==> src/rtl/encoder_rr_arbiter.sv <==
`default_nettype none
// ============================================================================
//  Module      : encoder_rr_arbiter
//  Description : Round-robin arbiter sharing one downstream resource between
//                N_REQ requesters. A rotating-priority encoder picks the first
//                active request at or after a pointer. A grant is held while
//                its request stays up, for at most MAX_HOLD cycles. When a
//                grant ends, the next one is issued on the same edge, so
//                there is no idle cycle between grants.
//
//  Ports       : clk      - single clock, rising edge
//                rst      - synchronous, active-high reset
//                req      - request vector (bit i = requester i), level-held
//                gnt      - registered one-hot grant, zero when idle
//                gnt_id   - binary index of the granted requester, 0 when idle
//                valid    - high while a grant is asserted
//                hold_cnt - cycles the current grant has been asserted
//                           (1..MAX_HOLD), 0 when idle
//
//  Revision    : 1.0 - initial release
// ============================================================================
module encoder_rr_arbiter #(
    parameter int N_REQ    = 4,
    parameter int ID_W     = $clog2(N_REQ),
    parameter int MAX_HOLD = 8,
    parameter int CNT_W    = $clog2(MAX_HOLD + 1)
) (
    input  logic             clk,
    input  logic             rst,
    input  logic [N_REQ-1:0] req,
    output logic [N_REQ-1:0] gnt,
    output logic [ID_W-1:0]  gnt_id,
    output logic             valid,
    output logic [CNT_W-1:0] hold_cnt
);

    // ------------------------------------------------------------------------
    // Constants
    // ------------------------------------------------------------------------
    localparam logic [0:0] S_IDLE  = 1'b0;
    localparam logic [0:0] S_GRANT = 1'b1;

    localparam logic [ID_W-1:0]  c_LAST_ID  = ID_W'(N_REQ - 1);
    localparam logic [CNT_W-1:0] c_MAX_HOLD = CNT_W'(MAX_HOLD);
    localparam logic [CNT_W-1:0] c_CNT_ONE  = CNT_W'(1);
    localparam logic [N_REQ-1:0] c_ONE_HOT0 = N_REQ'(1);

    // ------------------------------------------------------------------------
    // Rotating priority encoder: the first set bit of v found by scanning
    // p, p+1, ..., N_REQ-1, 0, ..., p-1. Returns 0 when v is empty; callers
    // only use the result when v is non-zero.
    // ------------------------------------------------------------------------
    function automatic logic [ID_W-1:0] f_pick(
        input logic [N_REQ-1:0] v,
        input logic [ID_W-1:0]  p
    );
        logic [ID_W-1:0] w_win;
        logic            w_found;
        int              w_idx;
        w_win   = '0;
        w_found = 1'b0;
        for (int k = 0; k < N_REQ; k++) begin
            w_idx = (int'(p) + k) % N_REQ;
            if (!w_found && v[w_idx]) begin
                w_win   = ID_W'(w_idx);
                w_found = 1'b1;
            end
        end
        return w_win;
    endfunction

    // ------------------------------------------------------------------------
    // State
    // ------------------------------------------------------------------------
    logic [0:0]       r_state;
    logic [ID_W-1:0]  r_ptr;
    logic [N_REQ-1:0] r_gnt;
    logic [ID_W-1:0]  r_gnt_id;
    logic [CNT_W-1:0] r_hold_cnt;

    logic [0:0]       w_state_nxt;
    logic [ID_W-1:0]  w_ptr_nxt;
    logic [N_REQ-1:0] w_gnt_nxt;
    logic [ID_W-1:0]  w_gnt_id_nxt;
    logic [CNT_W-1:0] w_hold_cnt_nxt;

    logic             w_release;
    logic [ID_W-1:0]  w_after_owner;
    logic [N_REQ-1:0] w_masked_req;
    logic [ID_W-1:0]  w_win;

    // ------------------------------------------------------------------------
    // State register
    // ------------------------------------------------------------------------
    always_ff @(posedge clk) begin
        if (rst) begin
            r_state    <= S_IDLE;
            r_ptr      <= '0;
            r_gnt      <= '0;
            r_gnt_id   <= '0;
            r_hold_cnt <= '0;
        end else begin
            r_state    <= w_state_nxt;
            r_ptr      <= w_ptr_nxt;
            r_gnt      <= w_gnt_nxt;
            r_gnt_id   <= w_gnt_id_nxt;
            r_hold_cnt <= w_hold_cnt_nxt;
        end
    end

    // ------------------------------------------------------------------------
    // Next-state logic
    // ------------------------------------------------------------------------
    // The owner gives up the resource when it drops its request or when its
    // tenure has reached the limit.
    assign w_release     = !req[r_gnt_id] || (r_hold_cnt == c_MAX_HOLD);
    assign w_after_owner = (r_gnt_id == c_LAST_ID) ? '0 : r_gnt_id + ID_W'(1);
    // r_gnt is the owner's one-hot, so this removes the outgoing owner from
    // the competition. It then cannot win straight back while others wait.
    assign w_masked_req  = req & ~r_gnt;

    always_comb begin
        w_state_nxt    = r_state;
        w_ptr_nxt      = r_ptr;
        w_gnt_nxt      = r_gnt;
        w_gnt_id_nxt   = r_gnt_id;
        w_hold_cnt_nxt = r_hold_cnt;
        w_win          = '0;

        case (r_state)
            S_IDLE: begin
                if (|req) begin
                    w_win          = f_pick(req, r_ptr);
                    w_gnt_nxt      = c_ONE_HOT0 << w_win;
                    w_gnt_id_nxt   = w_win;
                    w_hold_cnt_nxt = c_CNT_ONE;
                    w_state_nxt    = S_GRANT;
                end
            end

            S_GRANT: begin
                if (w_release) begin
                    w_ptr_nxt = w_after_owner;
                    if (|w_masked_req) begin
                        // Hand over on the same edge: no bubble.
                        w_win          = f_pick(w_masked_req, w_after_owner);
                        w_gnt_nxt      = c_ONE_HOT0 << w_win;
                        w_gnt_id_nxt   = w_win;
                        w_hold_cnt_nxt = c_CNT_ONE;
                    end else if (req[r_gnt_id]) begin
                        // Timed out, but nobody else wants the resource:
                        // re-grant the same owner with a fresh tenure.
                        w_hold_cnt_nxt = c_CNT_ONE;
                    end else begin
                        w_gnt_nxt      = '0;
                        w_gnt_id_nxt   = '0;
                        w_hold_cnt_nxt = '0;
                        w_state_nxt    = S_IDLE;
                    end
                end else begin
                    w_hold_cnt_nxt = r_hold_cnt + c_CNT_ONE;
                end
            end

            default: begin
                w_gnt_nxt      = '0;
                w_gnt_id_nxt   = '0;
                w_hold_cnt_nxt = '0;
                w_state_nxt    = S_IDLE;
            end
        endcase
    end

    // ------------------------------------------------------------------------
    // Output logic
    // ------------------------------------------------------------------------
    always_comb begin
        gnt      = r_gnt;
        gnt_id   = r_gnt_id;
        valid    = (r_state == S_GRANT);
        hold_cnt = r_hold_cnt;
    end

endmodule
`default_nettype wire
==> config.mk <==
export PLATFORM = sky130hd
export DESIGN_NAME = encoder_rr_arbiter
export DESIGN_NICKNAME = d
export VERILOG_FILES = /design/src/rtl/encoder_rr_arbiter.sv
export SDC_FILE = /design/constraint.sdc
export NUM_CORES = 1
export LEC_CHECK = 0
export ABC_AREA = 1
export CAP_MARGIN = 0
export CORE_AREA = 4 4 57 59
export DETAILED_ROUTE_END_ITERATION = 8
export DIE_AREA = 0 0 61 63
export GPL_ROUTABILITY_DRIVEN = 0
export PLACE_DENSITY_LB_ADDON = 0.25
export SETUP_SLACK_MARGIN = 0.5
export SLEW_MARGIN = 20
export SYNTH_ARGS = -nofsm -noshare
export SYNTH_HDL_FRONTEND = slang
export SYNTH_SLANG_ARGS = --single-unit
==> constraint.sdc <==
create_clock -name clk -period 1.7 [get_ports clk]
set_clock_uncertainty 0.05 [all_clocks]
set_input_delay 0.34 -clock clk [delete_from_list [all_inputs] [get_ports clk]]
set_output_delay 0.34 -clock clk [all_outputs]
set_load 0.03 [all_outputs]
==> GITHUB_STEP_SUMMARY, run 1 <==
## PnR job results

| Metric | Value |
|---|---|
| Pins Over Slew Limit | `0` |
| Detailed route wirelength on metal3 | `~130 um` |
| Area growth from synthesis to layout | `59.18%` |
| Worst slew margin relative to its limit | `76.72%` |
| Via count of the first global-routing pass | `1,460` |
| Number of flip-flops and latches in the synthesized netlist | `13` |
| Instance count of the mapped netlist | `approximately 230` |
| Data required time of the worst path | `roughly 1.9 ns` |
| Cells taking the most area after synthesis | `nand2_1 26%, dfxtp_1 20%, inv_1 9.2%` |
| Number of cells traversed by the worst register-to-register path | `14` |
| Fraction of final layout cells with drive strength greater than 1 | `about 44%` |
| Final critical path time including I/O delays and setup | `1.835 ns` |
| Maximum clock insertion buffer count | `2` |
| Sum of routed wire length over all layers | `4105 um` |
| PD cells | `between 1500 and 2000 nW/um2` |
| Final antenna diode count | `0` |
| Antenna violations before repair | `0` |
| Pin count of the biggest net entering global routing | `12` |
| Netlist cell types | `22` |
| Max VDD drop | `approximately 2000 uV` |
| Number of inserted filler cells in the final layout | `between 200 and 250` |
| Remaining routing DRC violations | `0` |
| Core ar. | `2710 um2` |
| Async set-reset flop share out of synthesis | `0%` |
| First-pass GRT wire length | `roughly 6100 um` |
| Max frequency | `~550 MHz` |
| Crit start category | `register` |
| Reg2Reg Capture Point | `gnt[0]` |
| Reg-to-reg setup timing slack | `-0.13 ns` |
| Count of placed standard cells in the final layout, fillers left out | `between 300 and 400` |
| Arrival time worst endpoint | `1.99 ns` |
| Type of the worst setup path | `register to register` |
| Status | `finished, violations left` |
| Net count after synthesis | `243` |
| Violated checks | `negative setup slack` |
| Antenna violation net count after detailed routing | `0` |
| Leakage power summed over all cells | `around 1.1 nW` |
| Warning count from the yosys run | `0` |
| Post-detailed-placement half-perimeter wirelength | `roughly 2800 um` |
| Horizontal die dimension | `61 um` |
| Area share, top type | `25.53%` |
| Count of warning messages emitted by the tools | `30` |
| Area of all placed cells without fillers | `2083 um2` |
| Largest fanout on the critical path | `8` |
| Number of flops mapped to enable cells by yosys | `0` |
| Class of the most critical hold timing path | `register to register` |
| Floorplan die height | `between 60 and 70 um` |
| GR met1 Demand/Resource | `between 20% and 30%` |
| Via Count | `1,607` |
| FP Util | `between 40% and 50%` |
| Mapped Avg Cell Area | `roughly 5.6 um2` |
| GRT Overall Usage | `about 20%` |
| Detailed route wirelength on metal2 | `2226 um` |
| Chip area in the Yosys report | `~1300 um2` |
| Met1 Routed Length | `between 1500 and 2000 um` |
| H-tree depth | `1` |
| Setup slack after layout | `-0.1348 ns` |
| Post-Syn Area | `1309 um2` |
| Fraction of met3 tracks used by global routing | `under 10%` |
| CP Capture Type | `register` |
| CTS tree | `yes` |
| Hold Fails Final Rpt | `0` |
| Setup violation total in the final timing report | `6` |
| Top Metal Used | `met4` |
| Row count | `19` |
| Placed instance area | `1707 um2` |
| Net count, final | `~300` |
| Pre-antenna DRT Iters | `4` |
| Cell count after placement | `between 200 and 300` |
| RSZ-0062 raised after global routing | `true` |
| DR iter-0 viols | `~120` |
| Vias per std cell | `roughly 5` |
| Number of max-cap violations | `0` |
| Seq/Total Area, Yosys | `between 10% and 20%` |
## run 1: stage by stage
stage / hold WS [ns] / power [mW] / util (%) / setup TNS (ns) / setup slack, ns
after floorplan: 0.4788 / 2.092 / - / 0 / 0.01496
after global placement: 0.4129 / 2.785 / 62.97 / -3.636 / -0.4814
after detailed placement: 0.4187 / 2.805 / 62.97 / -3.587 / -0.4443
after CTS: 0.4351 / 3.300 / 69.67 / -0.4874 / -0.1306
after global routing: 0.4696 / 4.235 / 76.87 / -1.222 / -0.2571
final: 0.4416 / 3.964 / 76.87 / -0.6371 / -0.1348
## run 1: cell families after synthesis
family                     Yosys count  synth area share (%)
and+or+nand+nor                    148                 52.01
buffers and inverters               39                 12.33
AOI/OAI and AO/OA                   29                 11.57
DFF                                 13                 19.89
adders and majority gates            3                 2.868
xor gates and xnor gates             2                 1.339
## run 1: timing repair
item | in CTS | in global routing
pin swaps | 10 | 29
buffers inserted | 10 | 2
hold buffers | 0 | 0
resized | 109 | 51
cloned | 0 | 0
endpoints found under the setup margin | 24 | 24
## run 1: area by class of cell
cell class                 instances  share of cell area [%]
inverter                          35                   6.667
sequential                        13                   14.05
tap                               31                   1.862
timing repair buffer              50                   22.04
clock buffer                       4                   1.261
multi-input combinational        182                   54.11
## run 1: worst min-delay path by stage
stage	slack, ns	depth (start not counted)	from	end
detailed placement	0.42	2	hold_cnt[3]	hold_cnt[3]
floorplan	0.48	2	r_ptr[1]	r_ptr[1]
global placement	0.41	2	hold_cnt[3]	hold_cnt[3]
CTS	0.44	2	hold_cnt[3]	hold_cnt[3]
global route	0.47	2	hold_cnt[3]	hold_cnt[3]
finish	0.44	2	hold_cnt[3]	hold_cnt[3]
## run 1: cell usage in the layout (no fill, tap or decap), types with 5 or more instances in the layout
| master | Yosys | routed |
|---|---|---|
| buf_4 | 2 | 27 |
| nand2_1 | 89 | 66 |
| nand2_4 | 5 | 24 |
| nor2_1 | 16 | 12 |
| dfxtp_2 | 0 | 5 |
| nand2_2 | 10 | 14 |
| o21ai_0 | 11 | 7 |
| inv_1 | 32 | 25 |
| dfxtp_4 | 0 | 7 |
| nand4_1 | 7 | 7 |
| inv_2 | 3 | 7 |
| a21oi_1 | 14 | 12 |
| buf_6 | 1 | 17 |
| nand3_1 | 17 | 13 |
## run 1: report_power, final
group | internal, mW | total (mW) | switching, mW
sequential | 0.414 | 0.508 | 0.0944
clock | 0.0912 | 0.203 | 0.112
combinational | 1.34 | 3.25 | 1.91
total | 1.85 | 3.96 | 2.12
## run 1: worst max-delay path, cell delays in order (launching register included)
cell and delay [ns]:
dfxtp_4 0.37, ha_4 0.17, inv_2 0.06, nand2_4 0.08, nand2_1 0.17, nand2_4 0.09
nand2_1 0.06, nand2_1 0.06, nand2_2 0.10, nand2_2 0.08, nand2_4 0.08, nand3_4 0.08
nor2_2 0.11, nor2_1 0.05, a21oi_1 0.14
## run 1: registers in the layout (all words and copies together), names as in the netlist
name	count
gnt	4
gnt_id	2
hold_cnt	4
r_ptr	2
valid	1
Figure 1. Signal wires by layer (run 1).
The bar under the picture is 20 um long.
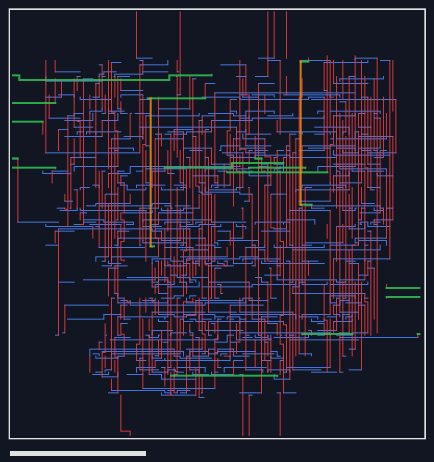
- M4: orange (wire length 42.8 um)
- M3: green (wire length 134 um)
- M2: red (wire length 2,230 um)
- M1: blue (wire length 1,700 um)

Figure 2. Clock wiring as the flow saved it (run 1).
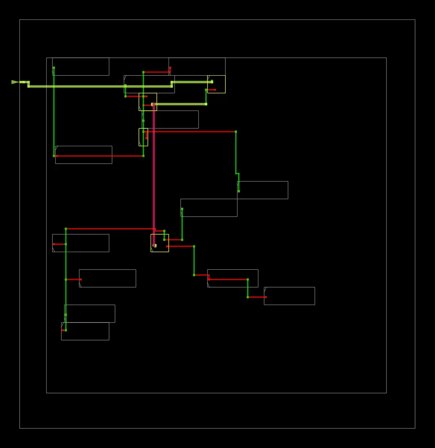
clock latency reported for the late side of the worst-skew pair: 0.28 ns
TritonCTS buffer count: 3
clock buffer instance count of the final layout: 4

Figure 3. Register map, names as in the netlist (run 1).
The bar under the picture is 20 um long. Other sequential cells in the stronger gray, the rest of the logic in the fainter gray.
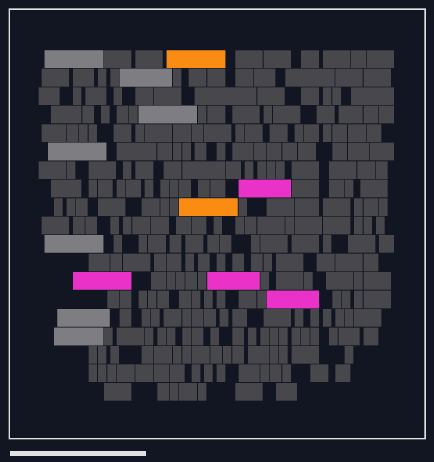
- gnt: magenta (placed flops 4)
- gnt_id: orange (placed flops 2)

Figure 4. Wires at chosen ports, followed through buffers (run 1).
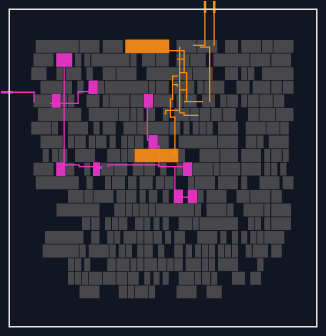
- rst: magenta (bits 1; direction input; edge left; end cells 10; wire 91.1 um)
- gnt_id: orange (bits 2; direction output; edge top; end cells 2; wire 90.8 um)
number of port buffers: 16
I/O Pins: 17

Figure 5. Drive-strength map (run 1).
The bar under the picture is 20 um long.
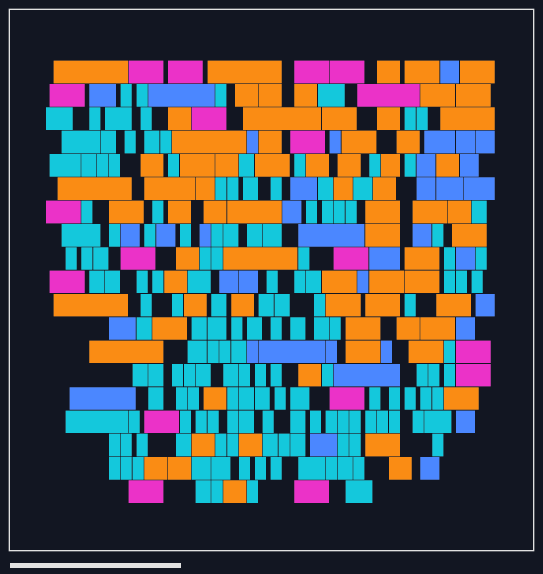

## Run 2: what changed since run 1
--- a/config.mk
+++ b/config.mk
@@ -13,4 +13,5 @@
 export GPL_ROUTABILITY_DRIVEN = 0
 export PLACE_DENSITY_LB_ADDON = 0.25
+export RECOVER_POWER = 25
 export SETUP_SLACK_MARGIN = 0.5
 export SLEW_MARGIN = 20
==> constraint.sdc (replaced) <==
create_clock -name clk -period 1.7 [get_ports clk]
set_clock_uncertainty 0.05 [all_clocks]
set_input_delay 0.17 -clock clk [delete_from_list [all_inputs] [get_ports clk]]
set_output_delay 0.17 -clock clk [all_outputs]
set_load 0.03 [all_outputs]
Figure 6. Drive-strength map (run 2).
The bar under the picture is 20 um long.
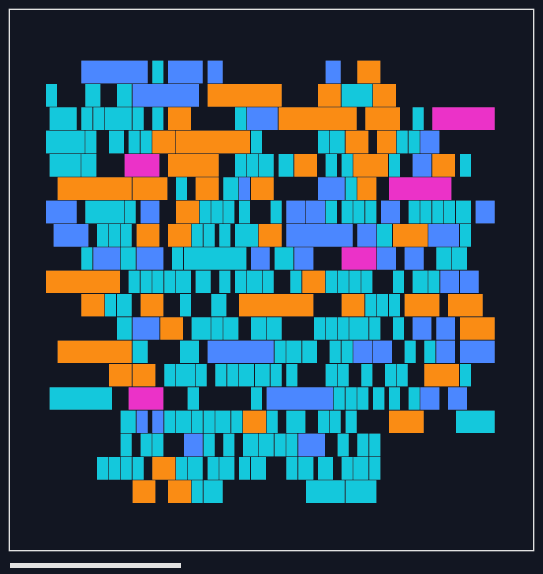
- x2: blue (cells 43; share 16%)
- x1 and smaller: cyan (cells 183; share 67%)
- x3 and x4: orange (cells 44; share 16%)
- x6 and larger: magenta (cells 5; share 1.8%)

Figure 7. Signal wires by layer (run 2).
The bar under the picture is 20 um long.
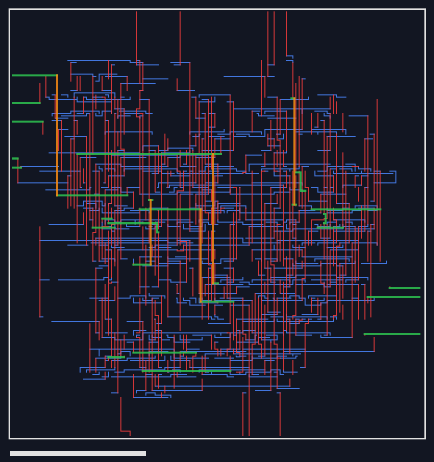
- M1: blue (wire length 1,590 um)
- M2: red (wire length 1,840 um)
- M3: green (wire length 143 um)
- M4: orange (wire length 75.5 um)
Via Count: 1,563
average routed wire per standard cell: 11.95 um
GRT Overall Usage: 20.51%
sum of routed wire length over all layers: 3656 um

==> run 2 against run 1 <==
- the run still ends with negative setup slack left
- critical path type unchanged
- hold slack worse by 0.0026 ns
- sequential power down 0.8%
- first-iteration DRC count down 15%
- critical endpoint is now gnt[2]
- cell count down 2.9%
- clock power down 3%
==> GITHUB_STEP_SUMMARY, run 2 <==
## PnR job results

| Metric | Value |
|---|---|
| Status | `finished, violations left` |
| Violated checks | `negative setup slack` |
| I/O Pins | `17` |
| Chip area in the Yosys report | `1309 um2` |
| Pre-CTS setup slack | `-0.3207 ns` |
| RSZ-0062 raised after global routing | `true` |
| Warning count from the yosys run | `0` |
| Pin count of the biggest net entering global routing | `12` |
| TNS Setup | `-0.2766 ns` |
| Row count | `19` |
| Type of the worst setup path | `register to register` |
| Number of flip-flops and latches in the synthesized netlist | `13` |
| PD cells | `around 1800 nW/um2` |
| Share of total power in sequential cells | `approximately 16%` |
| First-pass GRT wire length | `between 6000 and 7000 um` |
| Async set-reset flop share out of synthesis | `0%` |
| Area of all placed cells without fillers | `1824 um2` |
| Max frequency | `between 500 and 600 MHz` |
| Max VDD drop | `~1300 uV` |
| Pins Over Slew Limit | `0` |
| Final critical path time including I/O delays and setup | `1.792 ns` |
| Area growth from synthesis to layout | `39.39%` |
| Net count after synthesis | `~240` |
| Most common logic cell in the routed design | `nand2_1` |
| Net count, final | `between 200 and 300` |
| CP Capture Type | `register` |
| Antenna violation net count after detailed routing | `0` |
| Vias per std cell | `~5.1` |
| Number of port buffers | `16` |
| Hold Fails Final Rpt | `0` |
| Pre-antenna DRT Iters | `4` |
| Leakage power summed over all cells | `0.9718 nW` |
| Final antenna diode count | `0` |
| Library cell contributing the largest single delay on the critical path | `dfxtp_4` |
| Setup violation total in the final timing report | `6` |
| Core ar. | `roughly 2700 um2` |
| Worst slew margin relative to its limit | `roughly three quarters` |
| Mapped Avg Cell Area | `5.593 um2` |
| Cells taking the most area after synthesis | `nand2_1 26%, dfxtp_1 20%, inv_1 9.2%` |
| Instance count of the mapped netlist | `234` |
| Largest fanout on the critical path | `7` |
| Most frequent cell on the critical path | `nand2_2` |
| Remaining routing DRC violations | `0` |
| Combinational share of power | `roughly four fifths` |
| Placed instance area | `between 1500 and 2000 um2` |
| Antenna violations before repair | `0` |
| Data required time of the worst path | `1.83 ns` |
| CTS tree | `yes` |
| Clock latency reported for the late side of the worst-skew pair | `0.28 ns` |
| Number of flops mapped to enable cells by yosys | `0` |
| Dominant logic cell types in the final layout | `75 x nand2_1, 30 x inv_1, 22 x nand2_2` |
| P_sw | `roughly 1.7 mW` |
| Switching part of the total power | `between 50% and 60%` |
| Cells along the critical path | `ha_4, nor2_4, buf_12, nand2_2, nand2_2, nand2_2, nand2_4, nand2_2, nand2_1, nand2_2, nand3_2, inv_1, nand2_1, nand3_1, nand2_1, inv_1` |
| Setup slack after layout | `-0.09206 ns` |
| DR iter-0 viols | `around 110` |
| Seq/Total Area, Yosys | `19.89%` |
| Worst path max stage delay | `roughly 0.37 ns` |
| Maximum clock insertion buffer count | `2` |
| Crit start category | `register` |
| Fraction of final layout cells with drive strength greater than 1 | `33.45%` |
==> run 2: cell counts after synthesis <==
No cell type changed its count.
==> run 2: area by class of cell <==
class	count	area, um2
clock buffers	4	26.28
repair buffers	41	359.1
inverters	35	136.4
flip-flops and latches	13	289.0
fillers	247	885.9
multi-input cells	182	974.7
well taps	31	38.79
==> run 2: final timing paths <==
check / startpoint / to / slack (ns) / cells past startpoint
hold / removal: hold_cnt[3] / hold_cnt[3] / 0.44 / 2
setup / recovery: gnt_id[0] / gnt[2] / -0.09 / 16
hold reg to reg: hold_cnt[3] / hold_cnt[3] / 0.44 / 2
setup reg to reg: gnt_id[0] / gnt[2] / -0.09 / 16
==> run 2: what timing repair did <==
| item | 4_1_cts | 5_1_grt |
|---|---|---|
| pin swaps | 21 | 10 |
| setup buffers | 3 | 0 |
| endpoints found under the setup margin | 24 | 18 |
| gates resized | 54 | 26 |
==> run 2: stage by stage <==
step	power, mW	instances	utilization (%)	hold slack, ns
3_5_place_dp	2.840	299	63.43	0.4281
5_1_grt	3.521	306	67.31	0.4634
6_report	3.245	306	67.31	0.4390
3_3_place_gp	2.832	299	63.43	0.4096
2_1_floorplan	2.092	234	-	0.4374
4_1_cts	3.158	306	66.48	0.4410
==> run 2: routing by layer <==
metal / wire [um] / track usage (%) / vias up / share of wire (%)
met1: 1592 / 25.90 / 696 / 44
met2: 1844 / 35.56 / 39 / 50
met5: 0 / 0 / - / 0
met4: 75 / 6.504 / 0 / 2.1
met3: 143 / 1.653 / 10 / 3.9
li1: - / - / 818 / -
==> run 2: logic make-up after synthesis <==
logic type	count (synthesis)	synth area share (%)
DFF	13	19.89
and+or+nand+nor	148	52.01
AOI/OAI and AO/OA	29	11.57
buffers and inverters	39	12.33
xor gates and xnor gates	2	1.339
adders and majority gates	3	2.868
==> run 2: worst max-delay path, delay by kind of cell, from the launching register on <==
family | cells | cell delay (ns)
fa+ha+maj | 1 | 0.17
buf+inv | 3 | 0.23
flops | 1 | 0.37
simple gates | 12 | 0.89
==> run 2: power by group through the flow <==
stage               Combinational (mW)  Sequential [mW]  Clock [mW]
finish                            2.55            0.504       0.196
global route                      2.79            0.515       0.218
CTS                               2.46            0.493       0.202
floorplan                         1.47            0.625           0
global placement                  2.33            0.504           0
detailed placement                2.33            0.507           0
Figure 8. Wires at chosen ports, followed through buffers (run 2).
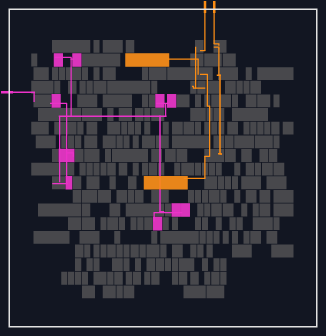

## Run 3: what changed since run 2
- CORE_AREA: 4 4 57 59 -> 4 4 54 56
- DIE_AREA: 0 0 61 63 -> 0 0 58 60
- DONT_BUFFER_PORTS: default -> 1
- clock period: 1.7 -> 2.1 ns (I/O delays scaled with it)
Figure 9. Wires at chosen ports, followed through buffers (run 3).
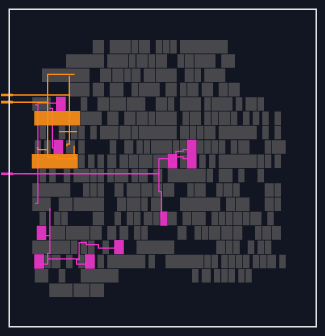
- rst: magenta (bits 1; direction input; edge left; end cells 10; wire 121 um)
- gnt_id: orange (bits 2; direction output; edge left; end cells 2; wire 66.1 um)
number of port buffers: 0

Figure 10. Register map, names as in the netlist (run 3).
The bar under the picture is 20 um long. Other sequential cells in the stronger gray, the rest of the logic in the fainter gray.
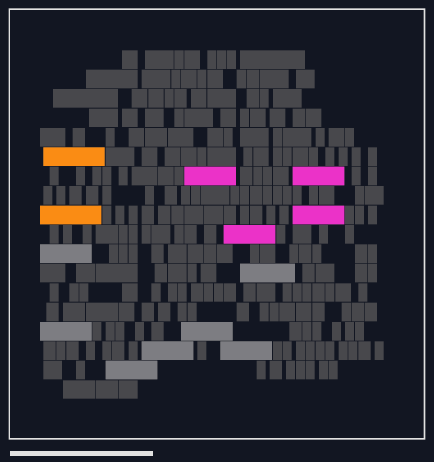
- gnt_id: orange (placed flops 2)
- gnt: magenta (placed flops 4)
Util after Layout: 66.31%
share of cell area taken by flip-flops and latches: 16.68%

==> run 3 against run 2 <==
- the run now ends clean
- largest power group unchanged
- clock power down 18%
- sequential share of layout area is 0.84 points higher
- highest routed layer unchanged
- first-iteration DRC count increased by 6.6%
- hold slack lost 0.43 ns
- critical path depth fell by 2
- critical path type unchanged
- maximum frequency is 9.4% lower
- sequential power down 15%
==> GITHUB_STEP_SUMMARY, run 3 <==
## PnR job results

| Metric | Value |
|---|---|
| CTS clock-pin slew for the worst setup and hold paths | `0.08 ns` |
| Fraction of final layout cells with drive strength greater than 1 | `between 20% and 30%` |
| Netlist cell types | `22` |
| Area share, top type | `25.53%` |
| Final antenna diode count | `0` |
| TNS Setup | `0 ns` |
| Most frequently used cell type in the post-synthesis netlist | `nand2_1` |
| Num Clock Sinks | `13` |
| Number of max-cap violations | `0` |
| Library cell contributing the largest single delay on the critical path | `dfxtp_4` |
| Count of warning messages emitted by the tools | `30` |
| Worst Hold Slack | `roughly 0.0052 ns` |
| Pins Over Slew Limit | `0` |
| Final Cycle Share | `94.15%` |
| Vias per std cell | `between 5 and 6` |
| Floorplan die height | `about 60 um` |
| Root buf cell | `clkbuf_4` |
| Number of flops mapped to enable cells by yosys | `0` |
| H-tree depth | `1` |
| Post-Syn Area | `between 1000 and 1500 um2` |
| Area growth from synthesis to layout | `23.23%` |
| PD cells | `1544 nW/um2` |
| Chip area in the Yosys report | `about 1300 um2` |
| Total Die Area | `roughly 3500 um2` |
| Arrival time worst endpoint | `between 2 and 2.5 ns` |
| Antenna violations before repair | `0` |
| Cells along the critical path | `ha_4, inv_1, nand2_4, nand2_1, nand2_4, nand2_1, nand2_1, nand2_2, nor2_2, nand2_2, nand2_4, nor2_1, nor2_1, a21oi_1` |
| Clock latency reported for the late side of the worst-skew pair | `approximately 0.28 ns` |
| Hold Fails Final Rpt | `0` |
| Share of total power in sequential cells | `between 10% and 20%` |
| FP Util | `between 50% and 60%` |
| Instance count of the mapped netlist | `~230` |
| Most heavily used metal layer in global routing | `met2` |
| Worst slew pin tran | `~0.47 ns` |
| Crit start category | `register` |
| Final critical path time including I/O delays and setup | `between 1.5 and 2 ns` |
| Net count after synthesis | `between 200 and 250` |
| Via count of the first global-routing pass | `1,298` |
| Worst slew margin relative to its limit | `around 70%` |
| Status | `complete, no violations` |
| Multi-input gate area in the final layout | `between 900 and 1000 um2` |
| Warning count from the yosys run | `0` |
| TritonCTS buffer count | `3` |
| Mapped Avg Cell Area | `about 5.6 um2` |
| Max frequency | `roughly 500 MHz` |
| Data required time of the worst path | `approximately 2.2 ns` |
| Maximum clock insertion buffer count | `2` |
| Dominant logic cell types in the final layout | `72 x nand2_1, 32 x inv_1, 22 x nand2_2` |
| DR iter-0 viols | `around 110` |
| Primary flip-flop cell chosen by synthesis mapping | `dfxtp_1` |
| I/O Pins | `17` |
| GR Layer Usage met2 | `between 30% and 40%` |
| Cells taking the most area after synthesis | `nand2_1 26%, dfxtp_1 20%, inv_1 9.2%` |
| Number of flip-flops and latches in the synthesized netlist | `13` |
| Area of all placed cells without fillers | `between 1500 and 2000 um2` |
| Seq/Total Area, Yosys | `between 10% and 20%` |
| Max VDD drop | `1173 uV` |
| Number of inserted filler cells in the final layout | `between 200 and 250` |
| Total buffers and inverters traversed by the critical path | `1` |
| Yosys top cell by area | `nand2_1` |
| Fraction of met3 tracks used by global routing | `under 10%` |
| P_sw | `between 1 and 1.5 mW` |
| Type of the worst setup path | `register to register` |
| Switching part of the total power | `between 50% and 60%` |
| GRT Overall Usage | `20.59%` |
| Row count | `18` |
| Post-detailed-placement half-perimeter wirelength | `between 2000 and 3000 um` |
| Average routed wire per standard cell | `around 12 um` |
| Clock group share of total power | `roughly 6.5%` |
| Async set-reset flop share out of synthesis | `0%` |
| Remaining routing DRC violations | `0` |
| Sum of routed wire length over all layers | `3509 um` |
| Crit-path leading delay family | `simple AND/OR/NAND/NOR gates` |
| CP Capture Type | `register` |
| First-pass GRT wire length | `5616 um` |
| Placed instance area | `1418 um2` |
| CTS tree | `yes` |
| Worst path max stage delay | `~0.46 ns` |
| Most common logic cell in the routed design | `nand2_1` |
| Pre-antenna DRT Iters | `4` |
| Largest fanout on the critical path | `8` |
| Class of the most critical hold timing path | `primary input to register` |
| Setup violation total in the final timing report | `0` |
| Reg-to-reg setup timing slack | `between 0.1 and 0.15 ns` |
| Via Count | `~1,500` |
| Pin count of the biggest net entering global routing | `11` |
| RSZ-0062 raised after global routing | `true` |
| Register cell area after layout | `269.0 um2` |
| Most used standard cells in the synthesized netlist | `89 x nand2_1, 32 x inv_1, 17 x nand3_1` |
| Final Power | `2.490 mW` |
| GR met1 Demand/Resource | `about 28%` |
| Combinational share of power | `around three quarters` |
| Antenna violation net count after detailed routing | `0` |
| GRT Residual Overflow | `0` |
| Horizontal die dimension | `slightly below 60 um` |
| Cell count listed in synth_stat.txt | `between 200 and 250` |
| Leakage power summed over all cells | `approximately 0.85 nW` |
| Internal portion of total power | `about 1.1 mW` |
| Core ar. | `between 2000 and 2500 um2` |
| Net count, final | `about 260` |
-- run 3: cell counts after synthesis --
Identical to the previous run, type by type.
-- run 3: worst register-to-register path: cells and delay by family (launching register included) --
kind / cells / cell delay [ns]
AND/OR/NAND/NOR: 11 / 1.06
AND-OR/OR-AND: 1 / 0.07
flip-flops: 1 / 0.46
adder cells (fa/ha/maj): 1 / 0.17
buffers and inverters: 1 / 0.06
-- run 3: power by group through the flow --
| stage | sequential (mW) | clock [mW] | combinational (mW) |
|---|---|---|---|
| 2_1_floorplan | 0.498 | 0 | 1.18 |
| 3_3_place_gp | 0.430 | 0 | 1.51 |
| 3_5_place_dp | 0.430 | 0 | 1.52 |
| 4_1_cts | 0.425 | 0.167 | 1.58 |
| 5_1_grt | 0.437 | 0.179 | 2.10 |
| 6_report | 0.427 | 0.161 | 1.90 |
-- run 3: repair_timing --
| item | 4_1_cts | 5_1_grt |
|---|---|---|
| resized | 0 | 25 |
| hold buffers | 2 | 0 |
| hold endpoints to repair | 4 | 0 |
| pin swaps | 1 | 17 |
| gates cloned | 0 | 1 |
| endpoints found under the setup margin | 6 | 6 |
| buffers inserted | 2 | 4 |
-- run 3: final cells by class --
| type | instances | area share [%] |
|---|---|---|
| multi-input combinational | 182 | 60.98 |
| sequential | 13 | 16.68 |
| timing repair buffer | 18 | 10.09 |
| inverter | 35 | 8.301 |
| tap | 30 | 2.327 |
| clock buffer | 4 | 1.629 |
-- run 3: logic make-up after synthesis --
group / count (synthesis) / synth area share (%)
AND-OR/OR-AND: 29 / 11.57
XOR/XNOR: 2 / 1.339
adder cells (fa/ha/maj): 3 / 2.868
buffers and inverters: 39 / 12.33
flip-flops: 13 / 19.89
AND/OR/NAND/NOR: 148 / 52.01
-- run 3: per-layer routing --
metal,wire length (um),up-vias
li1,-,770
met1,1507,640
met2,1545,53
met3,379,8
met4,77,0
met5,0,-
-- run 3: worst paths after layout --
path | startpoint | endpoint | cells past startpoint
setup reg to reg | gnt_id[0] | gnt[0] | 14
setup / recovery | gnt_id[0] | gnt[0] | 14
hold / removal | rst | gnt_id[1] | 3
hold reg to reg | gnt[1] | gnt[1] | 4
-- run 3: stage by stage --
step	setup slack, ns	cells
after floorplan	0.4150	234
after global placement	0.1902	269
after detailed placement	0.1382	269
after CTS	0.2186	277
after global routing	-0.004003	282
final	0.1229	282
Power figures rest on the tool's default switching activity, not on a simulated workload.
